$ cat config.mk
export PLATFORM = sky130hd
export DESIGN_NAME = alu_nibble_sequencer
export DESIGN_NICKNAME = d
export VERILOG_FILES = /design/src/rtl/alu_nibble_sequencer.sv
export SDC_FILE = /design/constraint.sdc
export NUM_CORES = 1
export LEC_CHECK = 0
export CAP_MARGIN = 40
export CELL_PAD_IN_SITES_DETAIL_PLACEMENT = 0
export CELL_PAD_IN_SITES_GLOBAL_PLACEMENT = 1
export CORE_MARGIN = 4
export CORE_UTILIZATION = 33
export CTS_CLUSTER_SIZE = 25
export DETAILED_ROUTE_END_ITERATION = 12
export HOLD_SLACK_MARGIN = 0.1
export PLACE_DENSITY = 0.9
export SETUP_SLACK_MARGIN = 0.02
export SYNTH_ARGS = -nofsm -noshare
export SYNTH_HDL_FRONTEND = slang
export SYNTH_SLANG_ARGS = --single-unit
$ cat constraint.sdc
create_clock -name clk -period 2.2 [get_ports clk]
set_input_delay 0.33 -clock clk [delete_from_list [all_inputs] [get_ports clk]]
set_output_delay 0.33 -clock clk [all_outputs]
set_load 0.02 [all_outputs]
$ cat src/rtl/alu_nibble_sequencer.sv
// Runs WIDTH-bit ALU operations through a 4-bit ALU slice, one nibble per clock,
// LSB first, chaining the registered slice carry-out into the next nibble.
module alu_nibble_sequencer #(
  parameter int unsigned WIDTH = 16
) (
  input  logic             clk,
  input  logic             rst,
  input  logic             in_valid,
  output logic             in_ready,
  input  logic [WIDTH-1:0] in_a,
  input  logic [WIDTH-1:0] in_b,
  input  logic [2:0]       in_op,
  output logic [3:0]       alu_a,
  output logic [3:0]       alu_b,
  output logic [2:0]       alu_op,
  output logic             alu_cin,
  input  logic [3:0]       alu_result,
  input  logic             alu_cout,
  input  logic             alu_overflow,
  output logic             out_valid,
  input  logic             out_ready,
  output logic [WIDTH-1:0] out_result,
  output logic             out_cout,
  output logic             out_overflow,
  output logic             out_zero
);

  localparam int unsigned NIB = WIDTH / 4;
  localparam int unsigned CW  = (NIB > 1) ? $clog2(NIB) : 1;
  localparam logic [2:0]  OP_SUB = 3'b110;
  localparam logic [2:0]  OP_SLT = 3'b111;

  typedef enum logic [1:0] {
    S_IDLE,
    S_RUN,
    S_DONE
  } state_t;

  state_t           state_q, state_d;
  logic [WIDTH-1:0] a_q, a_d, b_q, b_d, res_q, res_d;
  logic [2:0]       op_q, op_d;
  logic [CW-1:0]    cnt_q, cnt_d;
  logic             carry_q, carry_d;
  logic             cout_q, cout_d, ovf_q, ovf_d, zero_q, zero_d;
  logic [WIDTH-1:0] res_next;
  logic             last;

  always_comb begin
    state_d  = state_q;
    a_d      = a_q;
    b_d      = b_q;
    op_d     = op_q;
    cnt_d    = cnt_q;
    carry_d  = carry_q;
    res_d    = res_q;
    cout_d   = cout_q;
    ovf_d    = ovf_q;
    zero_d   = zero_q;
    res_next = res_q;
    last     = (cnt_q == CW'(NIB - 1));
    alu_a    = '0;
    alu_b    = '0;
    alu_op   = '0;
    alu_cin  = 1'b0;

    case (state_q)
      S_IDLE: begin
        if (in_valid) begin
          a_d     = in_a;
          b_d     = in_b;
          op_d    = in_op;
          cnt_d   = '0;
          state_d = S_RUN;
        end
      end
      S_RUN: begin
        for (int unsigned i = 0; i < NIB; i++) begin
          if (cnt_q == CW'(i)) begin
            alu_a                = a_q[4*i +: 4];
            alu_b                = b_q[4*i +: 4];
            res_next[4*i +: 4]   = alu_result;
          end
        end
        alu_op  = (op_q == OP_SLT) ? OP_SUB : op_q;
        alu_cin = (cnt_q == '0) ? op_q[2] : carry_q;
        carry_d = alu_cout;
        cnt_d   = cnt_q + CW'(1);
        if (last) begin
          // SLT: sign of the difference corrected by overflow gives signed a<b
          if (op_q == OP_SLT) begin
            res_next    = '0;
            res_next[0] = alu_result[3] ^ alu_overflow;
          end
          cout_d  = op_q[1] & alu_cout;
          ovf_d   = op_q[1] & alu_overflow;
          zero_d  = (res_next == '0);
          state_d = S_DONE;
        end
        res_d = res_next;
      end
      S_DONE: begin
        if (out_ready) state_d = S_IDLE;
      end
      default: state_d = S_IDLE;
    endcase
  end

  always_ff @(posedge clk) begin
    if (rst) begin
      state_q <= S_IDLE;
      a_q     <= '0;
      b_q     <= '0;
      op_q    <= '0;
      cnt_q   <= '0;
      carry_q <= 1'b0;
      res_q   <= '0;
      cout_q  <= 1'b0;
      ovf_q   <= 1'b0;
      zero_q  <= 1'b0;
    end else begin
      state_q <= state_d;
      a_q     <= a_d;
      b_q     <= b_d;
      op_q    <= op_d;
      cnt_q   <= cnt_d;
      carry_q <= carry_d;
      res_q   <= res_d;
      cout_q  <= cout_d;
      ovf_q   <= ovf_d;
      zero_q  <= zero_d;
    end
  end

  assign in_ready     = (state_q == S_IDLE);
  assign out_valid    = (state_q == S_DONE);
  assign out_result   = res_q;
  assign out_cout     = cout_q;
  assign out_overflow = ovf_q;
  assign out_zero     = zero_q;

endmodule

### Signal wires on met2

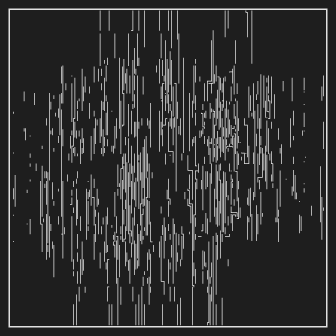
nets with wire on the layer: 397
main direction: vertical
wire length on this layer: 3600 µm
share of all routed wire: 48%
longest straight run: 33.3 µm
total number of vias: 2724
met2 GRT Util: 25.25%
total routed wirelength: 7.496 mm

### Routed metal per tile

The bar under the picture is 20 µm long. 20 x 20 tiles, from black (low) to pale yellow (high), scaled to the fullest tile. Values are wire area over tile area, all layers added.
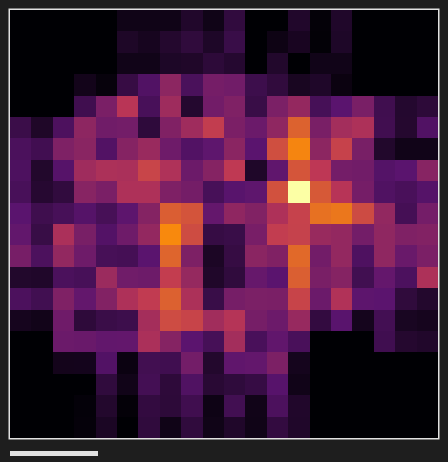
emptiest ninth of the die: south-east
fullest tile: 0.60
mean over tiles: 0.13
DR WL/cell: 13.91 µm
total global-route track usage: 15.85%

==> GITHUB_STEP_SUMMARY <==
### Flow metrics

| Metric | Value |
|---|---|
| Status | completed |
| Hold_sp | rst |
| Met3 Usage GRT | 5.312% |
| Commonest cells in the netlist | 83 x nand2_1, 59 x dfxtp_1, 54 x a21oi_1 |
| Register share after synthesis | 44.55% |
| Antenna violations before repair | 0 |
| First-pass GRT wire length | 12.27 mm |
| CP peak stage delay | 0.36 ns |
| Sw Share | 27.17% |
| Logic area | 1461 µm² |
| Boundary pin count | 78 |
| Fin crit period | 2.108 ns |
| Synth mux share | 0.7551% |
| P per Cell Area | 624.9 nW/µm² |
| Die Y | 97.64 µm |
| WP depth | 8 |
| Worst Path Buf+Inv | 3 |
| Crit Path Class | reg2out |
| Setup violators final | 0 |
| Fmax | 474.4 MHz |
| DP Area | 3586 µm² |
| Wire length on met2 | 3.599 mm |
| Hold Crit Class | in2reg |
| XOR Share, Synth | 0.3303% |
| FILL cells | 768 |
| Synth Cell Area | 2651 µm² |
| Main flop type | dfxtp_1 |
| Worst slack at placement | -0.07324 ns |
| Part of the cycle the worst path needs | 95.81% |
| Dpl hpwl | 5.384 mm |
### M1 wires

The bar under the picture is 20 µm long.
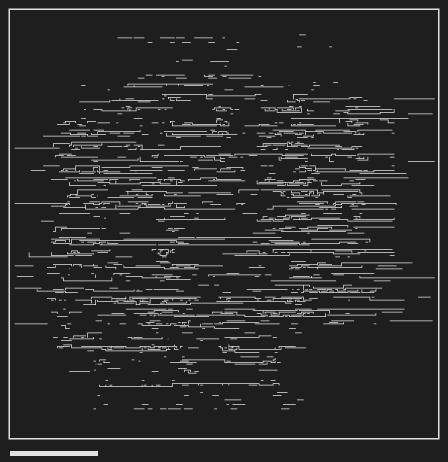
wire length on this layer: 3320 µm
longest straight run: 31.7 µm
nets with wire on the layer: 425
main direction: horizontal
met1 Track Usage GR: 19.94%

### Local utilization

The bar under the picture is 20 µm long. 10 x 10 tiles, from black (low) to pale yellow (high), 0 to 100% covered.
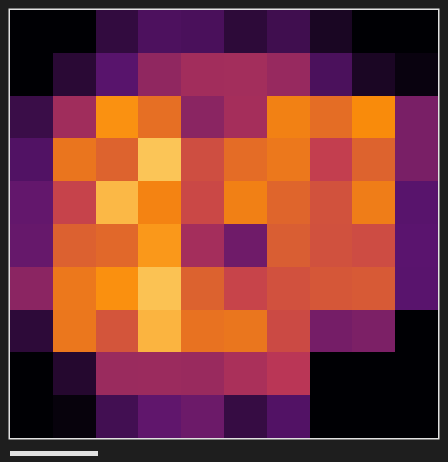
emptiest ninth of the die: south-east
fullest tile: 87%
mean over tiles: 39%
nearly empty tiles: 15%
tiles over 75% full: 7.0%
initial core utilization: 34.13%
Final Util: 49.87%
Core Footprint: 7767 µm²

==> final cells by class <==
class	instances	area share, %
flip-flops and latches	59	30.62
multi-input cells	261	37.73
repair buffers	99	23.93
clock inverters	3	0.3876
clock buffers	12	3.747
inverters	3	0.2907
well taps	102	3.295
==> repair_timing <==
item | CTS | global route
resized | 41 | 35
setup buffers | 0 | 0
pin swaps | 1 | 6
gates cloned | 0 | 1
endpoints found under the setup margin | 9 | 10
==> flip-flops by register name, indices dropped and copies added, names as in the netlist <==
signal,flops
carry_q,1
op_q,3
cnt_q,2
out_zero,1
a_q,16
out_cout,1
state_q,2
out_overflow,1
out_result,16
b_q,16
Power and IR drop assume default switching activity.
